[src/rtl/tdm_demux.sv]
// tdm_demux: serial TDM bit-stream to parallel frame demultiplexer.
//
// Serial bits, qualified by in_valid, are assembled into an N = 2**SELECT_LINES
// bit frame. Bit k of the frame is the k-th sampled bit after sync. A sync that
// arrives mid-frame discards the partial frame. The block keeps framing
// continuously after the first sync. A completed frame is presented on out
// with a valid/ready handshake. A frame that completes while the output slot
// is still occupied is dropped, and the sticky overflow flag is set.
//
// Ports:
//   clk        rising-edge clock
//   rst_n      asynchronous active-low reset
//   in         serial data bit
//   in_valid   in (and sync) are sampled this cycle
//   sync       current bit is frame index 0
//   out        assembled frame (N bits)
//   out_valid  out holds an unaccepted frame
//   out_ready  consumer accepts out this cycle
//   sync_err   one-cycle pulse after an early resynchronisation
//   overflow   sticky, a completed frame was dropped
//   err_count  saturating error count
//
// Optional feature: define TDM_DEMUX_ERR_COUNT_EN to build the error counter.
// Without that define, err_count is tied to zero.
module tdm_demux #(
  parameter string BLOCK_NAME   = "tdm_demux",
  parameter int    X            = 0,
  parameter int    Y            = 0,
  parameter int    DX           = 0,
  parameter int    DY           = 0,
  parameter string ARCHITECTURE = "BEHAVIORAL",
  parameter int    SELECT_LINES = 8
) (
  input  logic                       clk,
  input  logic                       rst_n,
  input  logic                       in,
  input  logic                       in_valid,
  input  logic                       sync,
  output logic [2**SELECT_LINES-1:0] out,
  output logic                       out_valid,
  input  logic                       out_ready,
  output logic                       sync_err,
  output logic                       overflow,
  output logic [15:0]                err_count
);

  localparam int N = 2**SELECT_LINES;

  // All architecture variants share the behavioural implementation. The
  // diagram parameters carry no logic; they are only sanity-checked here.
  if (ARCHITECTURE != "BEHAVIORAL" && ARCHITECTURE != "VIRTEX5" &&
      ARCHITECTURE != "VIRTEX6") begin : g_bad_arch
    $error("tdm_demux: unsupported ARCHITECTURE");
  end
  if (SELECT_LINES < 1 || X < 0 || Y < 0 || DX < 0 || DY < 0 ||
      BLOCK_NAME == "") begin : g_bad_param
    $error("tdm_demux: invalid parameter value");
  end

  typedef enum logic {IDLE, FILL} state_t;

  state_t                  state_q, state_d;
  logic [SELECT_LINES-1:0] idx_q, idx_d;
  logic [N-1:0]            buf_q, buf_d;
  logic [N-1:0]            out_q, out_d;
  logic                    out_valid_q, out_valid_d;
  logic                    sync_err_q, sync_err_d;
  logic                    overflow_q, overflow_d;
  logic                    complete;
  logic                    drop;
  logic [N-1:0]            frame;

  always_comb begin
    state_d     = state_q;
    idx_d       = idx_q;
    buf_d       = buf_q;
    out_d       = out_q;
    out_valid_d = out_valid_q;
    sync_err_d  = 1'b0;
    complete    = 1'b0;
    drop        = 1'b0;
    frame       = buf_q;
    frame[idx_q] = in;

    if (in_valid) begin
      if (sync) begin
        // A sync at index 0 is legal. At any other index, it aborts the partial frame.
        buf_d      = '0;
        buf_d[0]   = in;
        idx_d      = SELECT_LINES'(1);
        state_d    = FILL;
        sync_err_d = (state_q == FILL) && (idx_q != '0);
      end else if (state_q == FILL) begin
        buf_d    = frame;
        idx_d    = idx_q + SELECT_LINES'(1);
        complete = (idx_q == '1);
      end
    end

    // An accept clears the slot. A completion in the same cycle refills it,
    // so out_valid stays high for back-to-back frames.
    if (out_valid_q && out_ready) begin
      out_valid_d = 1'b0;
    end
    if (complete) begin
      if (!out_valid_q || out_ready) begin
        out_d       = frame;
        out_valid_d = 1'b1;
      end else begin
        drop = 1'b1;
      end
    end
    overflow_d = overflow_q | drop;
  end

  always_ff @(posedge clk or negedge rst_n) begin
    if (!rst_n) begin
      state_q     <= IDLE;
      idx_q       <= '0;
      buf_q       <= '0;
      out_q       <= '0;
      out_valid_q <= 1'b0;
      sync_err_q  <= 1'b0;
      overflow_q  <= 1'b0;
    end else begin
      state_q     <= state_d;
      idx_q       <= idx_d;
      buf_q       <= buf_d;
      out_q       <= out_d;
      out_valid_q <= out_valid_d;
      sync_err_q  <= sync_err_d;
      overflow_q  <= overflow_d;
    end
  end

  assign out       = out_q;
  assign out_valid = out_valid_q;
  assign sync_err  = sync_err_q;
  assign overflow  = overflow_q;

`ifdef TDM_DEMUX_ERR_COUNT_EN
  logic [15:0] err_count_q, err_count_d;
  logic [16:0] err_sum;

  // Count each visible sync_err pulse and each dropped frame. Both can count
  // in one cycle. The count saturates at all-ones.
  always_comb begin
    err_sum     = {1'b0, err_count_q} + 17'(sync_err_q) + 17'(drop);
    err_count_d = err_sum[16] ? '1 : err_sum[15:0];
  end

  always_ff @(posedge clk or negedge rst_n) begin
    if (!rst_n) begin
      err_count_q <= '0;
    end else begin
      err_count_q <= err_count_d;
    end
  end

  assign err_count = err_count_q;
`else
  assign err_count = '0;
`endif

endmodule

[config.mk]
export PLATFORM = sky130hd
export DESIGN_NAME = tdm_demux
export DESIGN_NICKNAME = d
export VERILOG_FILES = /design/src/rtl/tdm_demux.sv
export SDC_FILE = /design/constraint.sdc
export NUM_CORES = 1
export LEC_CHECK = 0
export CAP_MARGIN = 25
export CORE_UTILIZATION = 51
export CTS_CLUSTER_DIAMETER = 60
export DETAILED_ROUTE_END_ITERATION = 12
export PLACE_DENSITY = 0.76
export SLEW_MARGIN = 20
export SYNTH_ARGS = -nofsm -noshare
export SYNTH_HDL_FRONTEND = slang
export SYNTH_SLANG_ARGS = --single-unit
[constraint.sdc]
create_clock -name clk -period 2.1 [get_ports clk]
set_clock_uncertainty 0.15 [all_clocks]
set_input_delay 0.42 -clock clk [delete_from_list [all_inputs] [get_ports clk]]
set_output_delay 0.42 -clock clk [all_outputs]
set_load 0.05 [all_outputs]
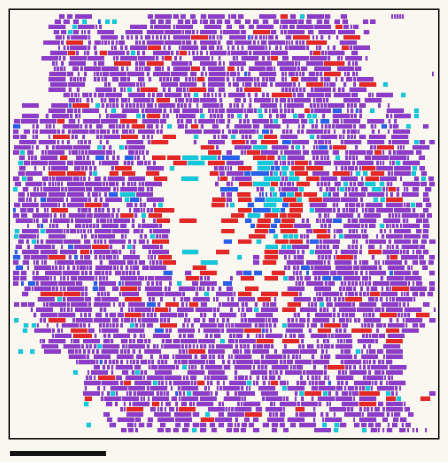
*Cells by drive strength, run 1*
Scale bar: 50 um.
Key: red = _6 and larger [cells 187]; blue = _2 cells [cells 68]; cyan = _3 and _4 cells [cells 146]; purple = _0 and _1 cells [cells 2,562]
Buffers, non-clock: 464
Finished Cell Area: 31,350 um2
P&R area growth vs syn: 26.68%

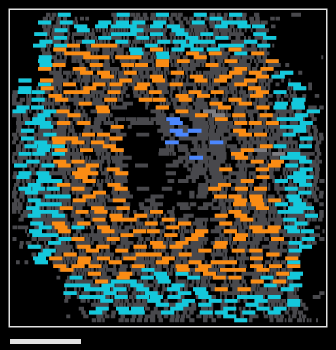
*Sequential cells grouped by signal name, run 1*
Scale bar: 50 um. Other sequential cells in the stronger grey, the rest of the logic in the fainter grey.
Key: cyan = out [sequential cells 256, where widely spread]; blue = idx_q [sequential cells 8, where centre]; orange = buf_q [sequential cells 255]
Seq area share: 0.4176
final core utilization: 0.6553

==> impl_metrics.ini, run 1 <==
; physical design summary
[placed_design]
placed_area_um2 = 29120
portBuffers = 264
place.gp.congestion = 0.8674
dp_hpwl_um = 46960

[synth]
yosysUniqueCellTypes = 37
yosys_cells = 2703
synthArstFlopShare = 1.000
top_cell_area_share = 0.5288
ys_warn_count = 0
synth-seq-cells = 523
largest_area_cell = dfrtp_1
edf_count = 0
avgSynthCellArea_um2 = 9.156
ys_seq_share = 0.5288
synth_cells = 2703
common_cells = dfrtp_1, a21oi_1, o21ai_0
syn_area_um2 = 24750
top_cell = dfrtp_1
topCellsByArea = dfrtp_1, a21oi_1, mux2i_1, o21ai_0, nand2_1

[power_and_ir_drop]
pg_comb_mw = 2.23
power-top-group = registers
p_seq_mw = 10.1
swShare = 0.2537
powerClk_mw = 9.88
power_frac_comb = 0.100
p_per_area_nw_per_um2 = 710.1
ir_drop_uv = 572.5
finalPower_mw = 22.26
clkPwrFrac = 0.444
power.switching_mw = 5.648

[critical_path]
required_ns = 2.44
reg2regPathDepth = 7
start_kind = register
crit_path_end = buf_q[0]
r2r_start = idx_q[1]
crit_start = idx_q[1]
worstSetupEndpointType = register
arrival_ns = 2.46
r2r-end = buf_q[0]
criticalPathCategory = reg2reg
rrSetupSlack_ns = -0.02

[detailed_routing]
vias = 21730
wl_met1_um = 31260
viasPerCell = 6.074
wl_met3_um = 6044
drc = 0
met2_length_um = 35800
wl_per_cell_um = 21.22
wirelength_um = 75910
first_pass_iters = 6
drt_iter0_drc = 2343

[grt]
antenna_found_initial = 0
grt_pass1_vias = 21160
grt_max_degree = 91
grtUsageTotal = 0.2942
grt_pass1_wl_um = 116700

[sta]
relSlewSlack = 0.6567
slew_violations = 0
fmax_mhz = 471.7
period_used_share = 1.009
whs_ns = 0.07456
setup_viol = 1
post-route-min-period_ns = 2.120
worst_slack_ns = -0.01983
rsz0062_at_grt = yes
finalHoldViolCount = 0
tns_ns = -0.01983

[floorplan]
die-area_um2 = 49420
ios = 281
coreArea_um2 = 47850
fp-utilization = 0.5173
rows = 80

[clock_tree]
clock_path_buffers = 3
worstSkewPairLatency_ns = 0.61
cts_tree = yes
ctsHtreeMaxLevel = 2
numCtsBuffers = 53
clk_pin_slew_ns = 0.06
cts.sinks = 523

[final_layout]
drive_gt1_frac = 0.1353
nNetsFinal = 2932
diodes = 0
fill_cells = 3728

[status]
violations = negative setup slack
status = finished, violations left

[min_path]
min_path_type = in2reg

[run]
maxCapViolCount = 0
warnings = 30
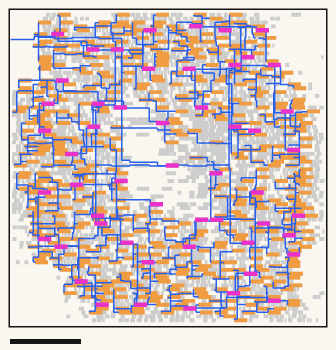
*Clock distribution, run 1*
Scale bar: 50 um.
Key: blue = clock wires [length 6,470 um]; magenta = clock drivers [count 53]; orange = flip-flops [count 523]
Position of the flops: widely spread.

run 1: layer usage:
| metal | up-vias | track usage |
|---|---|---|
| met5 | - | 0 |
| met4 | 0 | 0.1183 |
| met3 | 183 | 0.04351 |
| met2 | 1107 | 0.4656 |
| met1 | 10710 | 0.4082 |
| li1 | 9730 | - |
run 1: what timing repair did:
item / CTS / global route
gates resized: 276 / 116
gates cloned: 1 / 8
endpoints found under the setup margin: 285 / 192
hold buffers: 1 / 0
buffers inserted: 3 / 9
pin swaps: 0 / 5
hold endpoints to repair: 281 / 0
run 1: critical path: stages (launching register included):
cell and delay (ns):
dfrtp_2 0.46, inv_2 0.11, ha_2 0.20, nor3b_4 0.24, clkbuf_16 0.25, a31oi_1 0.10
nor2_1 0.14, mux2_2 0.35
run 1: metrics by stage:
stage,utilization,cells
after floorplan,-,2718
final,0.6553,3578
after CTS,0.6435,3562
after global placement,0.6087,3461
after detailed placement,0.6087,3461
after global routing,0.6553,3578
run 1: worst min path at each step:
stage           from        to  slack [ns]  cells past startpoint
5_1_grt           in  buf_q[0]        0.08                      2
6_report          in  buf_q[0]        0.07                      2
4_1_cts           in  buf_q[0]        0.04                      2
3_3_place_gp   rst_n  out[180]        0.22                      1
3_5_place_dp   rst_n  out[173]        0.22                      1
2_1_floorplan  rst_n  buf_q[0]       -0.03                      0
run 1: cells in the final DEF, fill, tap and decap left out, types with 7 or more instances in the layout:
| cell type | count |
|---|---|
| dfrtp_1 | 519 |
| o21ai_0 | 507 |
| a21oi_1 | 506 |
| nand2_1 | 262 |
| nor2_1 | 259 |
| mux2i_1 | 237 |
| dlygate4sd2_1 | 146 |
| buf_4 | 122 |
| buf_12 | 78 |
| clkdlybuf4s15_1 | 66 |
| clkbuf_16 | 62 |
| buf_6 | 26 |
| mux2i_2 | 17 |
| conb_1 | 16 |
| clkinv_2 | 12 |
| clkbuf_1 | 12 |
| and3b_2 | 7 |
run 1: cell type report:
| type | instances | area [um2] | share of cell area |
|---|---|---|---|
| flip-flops and latches | 523 | 13090 | 0.4176 |
| multi-input cells | 1877 | 10560 | 0.3369 |
| repair buffers | 464 | 5127 | 0.1635 |
| clock buffers | 73 | 1504 | 0.04797 |
| well taps | 615 | 769.5 | 0.02454 |
| clock inverters | 23 | 286.5 | 0.009138 |
| inverters | 3 | 11.26 | 0.0003592 |
run 1: state kept, by name (all words and copies together), names as in the netlist:
| name | count |
|---|---|
| out | 256 |
| buf_q | 255 |
| idx_q | 8 |
| out_valid | 1 |
| overflow | 1 |
| state_q | 1 |
| sync_err | 1 |
run 1: kinds of logic (layout without fill, tap and decap cells):
kind of cell | Yosys count | count (layout) | share of synthesized area
other cells | 1 | 16 | 0.0001515
mux | 257 | 257 | 0.1040
compound gates | 1027 | 1027 | 0.2081
simple gates | 568 | 568 | 0.09560
xor+xnor | 5 | 5 | 0.001769
flops | 523 | 523 | 0.5288
buf+inv | 318 | 563 | 0.05950
fa+ha+maj | 4 | 4 | 0.002022
### Clock nets, run 1

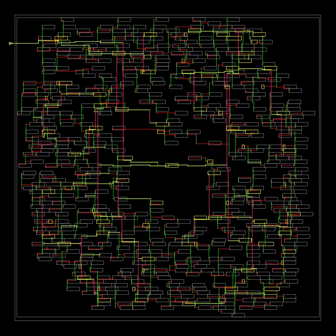

==> inputs of run 2 (changes only) <==
--- a/config.mk
+++ b/config.mk
@@ -6,10 +6,9 @@
 export NUM_CORES = 1
 export LEC_CHECK = 0
 export CAP_MARGIN = 25
-export CORE_UTILIZATION = 51
+export CORE_UTILIZATION = 23
 export CTS_CLUSTER_DIAMETER = 60
 export DETAILED_ROUTE_END_ITERATION = 12
-export PLACE_DENSITY = 0.76
 export SLEW_MARGIN = 20
 export SYNTH_ARGS = -nofsm -noshare
 export SYNTH_HDL_FRONTEND = slang
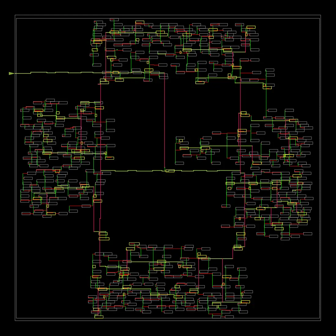
*Clock nets, run 2*
Latency at later pin: 0.63 ns
CTS sink cnt: 523
CTS Buf Count: 67

==> impl_metrics.ini, run 2 <==
; physical design summary
[synth]
synthArstFlopShare = 1.000
common_cells = dfrtp_1, a21oi_1, o21ai_0
synth-simple-area-share = 0.09560
topCombFamilyByArea = AND-OR/OR-AND gates
synth_cells = 2703
ys_seq_share = 0.5288
xor_share = 0.001769
topCellsByArea = dfrtp_1, a21oi_1, mux2i_1, o21ai_0, nand2_1
syn_area_um2 = 24750
avgSynthCellArea_um2 = 9.156
edf_count = 0
ys_warn_count = 0
largest_area_cell = dfrtp_1
mux_share = 0.1040
ys_sh_aoi = 0.2081
top_cell = dfrtp_1
yosysUniqueCellTypes = 37
synth-seq-cells = 523

[sta]
finalHoldViolCount = 0
post-route-min-period_ns = 2.098
slew_violations = 0
fmax_mhz = 476.7
period_used_share = 0.9989
rsz0062_at_grt = yes

[detailed_routing]
drc = 0
drt_iter0_drc = 2214
wirelength_um = 84900
viasPerCell = 4.785
wl_per_cell_um = 19.13
first_pass_iters = 5
vias = 21240

[run]
maxCapViolCount = 0
warnings = 30

[placed_design]
portBuffers = 264
placed_area_um2 = 30660
dp_hpwl_um = 54760

[min_path]
min_path_type = in2reg

[status]
status = completed

[critical_path]
arrival_ns = 2.45
slowest_delay_ns = 0.44
criticalPathCategory = reg2reg
worstSetupEndpointType = register
cp_cell_sequence = inv_1, ha_2, nor3b_4, buf_4, buf_12, nand2_1, mux2i_1, a21oi_1
start_kind = register
cpMaxStageDelayCell = dfrtp_2
required_ns = 2.46

[power_and_ir_drop]
p_per_area_nw_per_um2 = 726.8
ir_drop_uv = 436.2

[clock_tree]
ctsHtreeMaxLevel = 3
clock_path_buffers = 3
cts_tree = yes
clk_pin_slew_ns = 0.06

[floorplan]
die-area_um2 = 108900
rows = 119
coreArea_um2 = 106000
fp-utilization = 0.2335

[grt]
grtUsageTotal = 0.1500
antenna_found_initial = 0
grt_pass1_vias = 19960

[final_layout]
drive_gt1_frac = 0.2232
fin_area_um2 = 33870
layout_top_cells = dfrtp_1, a21oi_1, o21ai_0
diodes = 0
area_growth_pct = 36.84
largest_reg_flops = 256
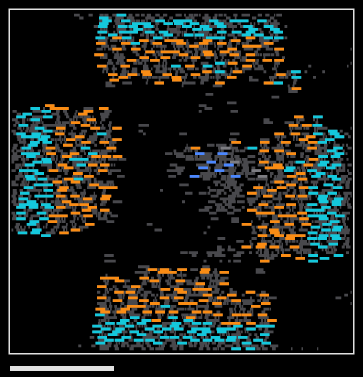
*Sequential cells grouped by signal name, run 2*
Scale bar: 100 um. Other sequential cells in the stronger grey, the rest of the logic in the fainter grey.
Seq area share: 0.3865
final core utilization: 0.3195
Reg area: 13,090 um2
sequential group power: 10.1 mW

run 2: netlist changes by cell type in the layout (fill, tap and decap cells not counted), moves of 12 or more:
cell             delta
buf_4              +72
clkbuf_16          +13
clkbuf_2           +16
dlygate4sd2_1     -146
clkdlybuf4s15_2   +148
mux2i_2            +12
clkdlybuf4s15_1    -36
mux2i_1            -14
buf_12             +24
buf_6              -22
run 2: worst max-delay path: cells and delay by family, from the launching register on:
kind            cells  cell delay, ns
fa+ha+maj           1            0.23
flops               1            0.44
buf+inv             3            0.52
compound gates      1            0.10
simple gates        2            0.29
mux                 1            0.23
run 2: cell type report:
| cell class | count | area (um2) |
|---|---|---|
| multi-input combinational | 1877 | 10610 |
| clock inverter | 41 | 506.7 |
| fill | 10780 | 72140 |
| tap | 1391 | 1740 |
| timing repair buffer | 524 | 6120 |
| clock buffer | 79 | 1792 |
| inverter | 3 | 11.26 |
| sequential | 523 | 13090 |
run 2: worst paths after layout:
path / startpoint / end / slack (ns) / cells after the start
max: idx_q[1] / out[65] / 0.002 / 8
min: in / out[29] / 0.08 / 3
max reg2reg: idx_q[1] / out[65] / 0.002 / 8
min reg2reg: buf_q[217] / buf_q[217] / 0.35 / 2
max in group asynchronous: rst_n / buf_q[67] / 0.83 / 3
min in group asynchronous: rst_n / buf_q[170] / 0.19 / 2
run 2: power by group:
| part | total (mW) | switching [mW] | internal (mW) | leakage (nW) |
|---|---|---|---|---|
| Sequential | 10.1 | 0.0320 | 10.1 | 7.30 |
| Clock | 11.9 | 4.91 | 6.99 | 1.12 |
| Combinational | 2.57 | 1.60 | 0.970 | 7.48 |
run 2: timing repair:
action | in CTS | in global routing
pin swaps | 3 | 2
hold buffers | 1 | 0
buffers inserted | 11 | 13
setup endpoints to repair | 381 | 208
cloned | 4 | 8
resized | 582 | 65
endpoints found under the hold margin | 326 | 0
run 2: cell families (layout without fill, tap and decap cells):
kind of cell / after synthesis / after routing
compound gates: 1027 / 1027
simple gates: 568 / 568
mux: 257 / 257
other cells: 1 / 16
fa+ha+maj: 4 / 4
xor+xnor: 5 / 5
flops: 523 / 523
buf+inv: 318 / 647
run 2: metrics by stage:
| step | setup slack [ns] | power, mW | std cells | setup TNS [ns] |
|---|---|---|---|---|
| final | 0.002393 | 24.62 | 4438 | 0 |
| after global placement | -0.3553 | 12.52 | 4282 | -132.40 |
| after detailed placement | -0.4143 | 12.53 | 4282 | -144.19 |
| after global routing | -0.07802 | 25.46 | 4438 | -2.230 |
| after floorplan | 0.09883 | 11.19 | 2718 | 0 |
| after CTS | 0.0003627 | 24.67 | 4418 | 0 |
run 2: layer usage:
metal	routed length [um]	GRT usage	vias up
li1	-	-	9905
met1	39640	0.2223	10490
met2	38120	0.2235	753
met3	5599	0.02366	91
met4	1542	0.04268	0
met5	0	0	-
### A small window of the routed layout, run 2

Region (233, 68) to (263, 98) um. Cells in grey, sequential cells in the stronger grey; small squares are vias.
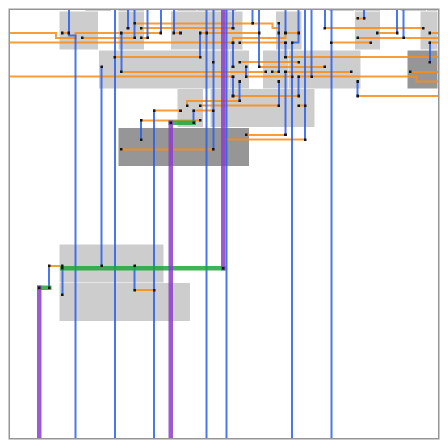

==> inputs of run 3 (changes only) <==
--- a/config.mk
+++ b/config.mk
@@ -6,9 +6,11 @@
 export NUM_CORES = 1
 export LEC_CHECK = 0
 export CAP_MARGIN = 25
+export CORE_MARGIN = 8
 export CORE_UTILIZATION = 23
 export CTS_CLUSTER_DIAMETER = 60
 export DETAILED_ROUTE_END_ITERATION = 12
+export PLACE_DENSITY = 0.37
 export SLEW_MARGIN = 20
 export SYNTH_ARGS = -nofsm -noshare
 export SYNTH_HDL_FRONTEND = slang
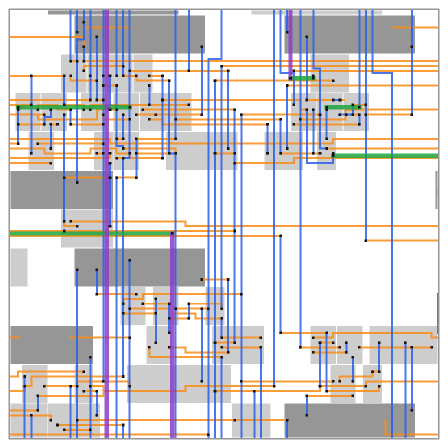
*A small window of the routed layout, run 3*
Region (243, 71) to (273, 101) um. Cells in grey, sequential cells in the stronger grey; small squares are vias.
Key: purple = metal 4; green = metal 3; orange = metal 1; blue = metal 2
Sequential cells in the window: 6. Netlist names of flops here include buf_q (6). Most frequent: o21ai_0 (11), nand2_1 (7). 41 logic cells have their middle in the window.

==> impl_metrics.ini, run 3 <==
; physical design summary
[status]
status = finished, violations left
violations = negative setup slack

[grt]
met1_usage = 0.2136
grtUsageTotal = 0.1518
grt.met2_usage = 0.2369
grt_pass1_wl_um = 138900
grt_pass1_vias = 21280
grt_max_degree = 67
gr-total-overflow = 0
antenna_found_initial = 1
busiest_layer = met2
met3_usage = 0.02944

[floorplan]
ios = 281
fp.dieH_um = 344.0
rows = 120
die-area_um2 = 118400
fp-utilization = 0.2315
coreArea_um2 = 106900
dieWidth_um = 344.0

[synth]
synth-seq-cells = 523
ys_seq_share = 0.5288
top_cell_area_share = 0.5288
common_cells = dfrtp_1, a21oi_1, o21ai_0
largest_area_cell = dfrtp_1
synthFlopType = dfrtp_1
yosys_cells = 2703
ys_warn_count = 0
syn_area_um2 = 24750
yosys_area_um2 = 24750
synth_cells = 2703
topCellsByArea = dfrtp_1, a21oi_1, mux2i_1, o21ai_0, nand2_1
synthArstFlopShare = 1.000
top_cell = dfrtp_1
yosysUniqueCellTypes = 37
avgSynthCellArea_um2 = 9.156
edf_count = 0

[final_layout]
nNetsFinal = 3052
layout_top_cells = dfrtp_1, o21ai_0, a21oi_1
final_core_util = 0.3251
drive_gt1_frac = 0.2813
lay_top_count = dfrtp_1
diodes = 0
post_layout_nonfiller_instances = 4507
area_growth_pct = 40.42
largest_reg_flops = 256

[sta]
fmax_mhz = 470.8
whs_ns = 0.08148
tightest_slew_ns = 0.5343
rsz0062_at_grt = yes
post-route-min-period_ns = 2.124
setup_viol = 2
worst_slack_ns = -0.02422
period_used_share = 1.012
tns_ns = -0.02580
relSlewSlack = 0.6438
finalHoldViolCount = 0
slew_violations = 0

[clock_tree]
cts-root-buf = clkbuf_16
clk_pin_slew_ns = 0.06
ctsHtreeMaxLevel = 3
cts.sinks = 523
cts_tree = yes
clock_path_buffers = 3

[critical_path]
cp_max_fo = 7
cp_cell_sequence = buf_4, ha_4, nor3b_4, buf_6, bufbuf_16, nand2_1, mux2i_2, a21oi_1
start_kind = register
required_ns = 2.45
cpMaxStageDelayCell = dfrtp_2
worstSetupEndpointType = register
r2r_start = idx_q[0]
path_depth = 8
r2r-end = out[209]
worst-path-buf-inv = 3
criticalPathCategory = reg2reg
rrSetupSlack_ns = -0.02
arrival_ns = 2.48
reg2regPathDepth = 8
slowest_delay_ns = 0.47
path_delay_family = buffers and inverters

[placed_design]
place.gp.congestion = 0.7583
placed_cells = 4303
portBuffers = 264
dp_hpwl_um = 61250

[detailed_routing]
vias = 21570
drt_iter0_drc = 1693
drc = 0
wl_per_cell_um = 21.61
wirelength_um = 97410
first_pass_iters = 5
ant_nets = 0
viasPerCell = 4.787

[min_path]
min_path_type = in2async

[power_and_ir_drop]
ir_drop_uv = 588.1
leakage_nw = 16.63
p_per_area_nw_per_um2 = 757.9

[run]
maxCapViolCount = 0
warnings = 31
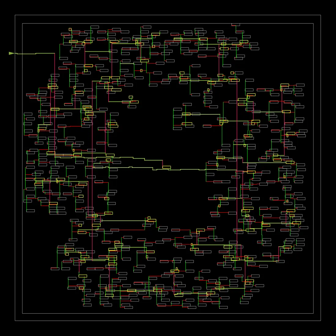
*Clock nets, run 3*
flop count: 523
clock buffer count: 108
P_clk: 13.6 mW
Latency at later pin: 0.62 ns
CTS Buf Count: 77

==> run 3: cell counts after synthesis <==
No cell type changed its count.
==> run 3: report_power, final <==
part           leakage [nW]  internal [mW]  switching, mW  total, mW
clock                  1.31           8.54           5.04       13.6
sequential             7.29           10.1         0.0416       10.2
combinational          8.03          0.974           1.63       2.61
==> run 3: timing repair <==
item | in CTS | in global routing
cloned | 1 | 25
setup buffers | 10 | 27
hold endpoints to repair | 290 | 0
hold buffers | 1 | 0
setup endpoints to repair | 145 | 293
pin swaps | 1 | 16
gates resized | 69 | 255
==> run 3: kinds of logic (layout without fill, tap and decap cells) <==
group | count (synthesis) | in the layout | synth area share
fa+ha+maj | 4 | 4 | 0.002022
other cells | 1 | 16 | 0.0001515
compound gates | 1027 | 1027 | 0.2081
buf+inv | 318 | 704 | 0.05950
xor+xnor | 5 | 5 | 0.001769
flops | 523 | 523 | 0.5288
simple gates | 568 | 568 | 0.09560
mux | 257 | 257 | 0.1040
==> run 3: how the worst max path moves through the flow <==
stage / start / to / slack, ns
detailed placement: sync / out[113] / -0.44
finish: idx_q[0] / out[209] / -0.02
floorplan: idx_q[0] / out[250] / 0.1
global placement: sync / out[245] / -0.44
global route: idx_q[1] / out[137] / -0.08
CTS: idx_q[0] / out[176] / -0.05
==> run 3: through the flow <==
stage                     worst slack (ns)  area (um2)  power (mW)
after floorplan                    0.09883       24810       11.19
after global placement             -0.4387       30150       12.54
after detailed placement           -0.4442       30150       12.56
after CTS                         -0.04603       33070       26.67
after global routing              -0.08050       34750       27.39
final                             -0.02422       34750       26.34
==> run 3: area by class of cell <==
| type | count | area [um2] |
|---|---|---|
| Timing Repair Buffer | 560 | 6111 |
| Sequential cell | 523 | 13090 |
| Multi-Input combinational cell | 1877 | 11080 |
| Inverter | 3 | 16.27 |
| Fill cell | 10890 | 72150 |
| Clock buffer | 108 | 2258 |
| Tap cell | 1403 | 1755 |
| Clock inverter | 33 | 440.4 |
==> run 3: metal layers <==
layer | up-vias | part of all wire
met5 | - | 0
met4 | 0 | 0.021
met3 | 108 | 0.056
met2 | 659 | 0.46
li1 | 10010 | -
met1 | 10790 | 0.46
Power and IR drop assume default switching activity.
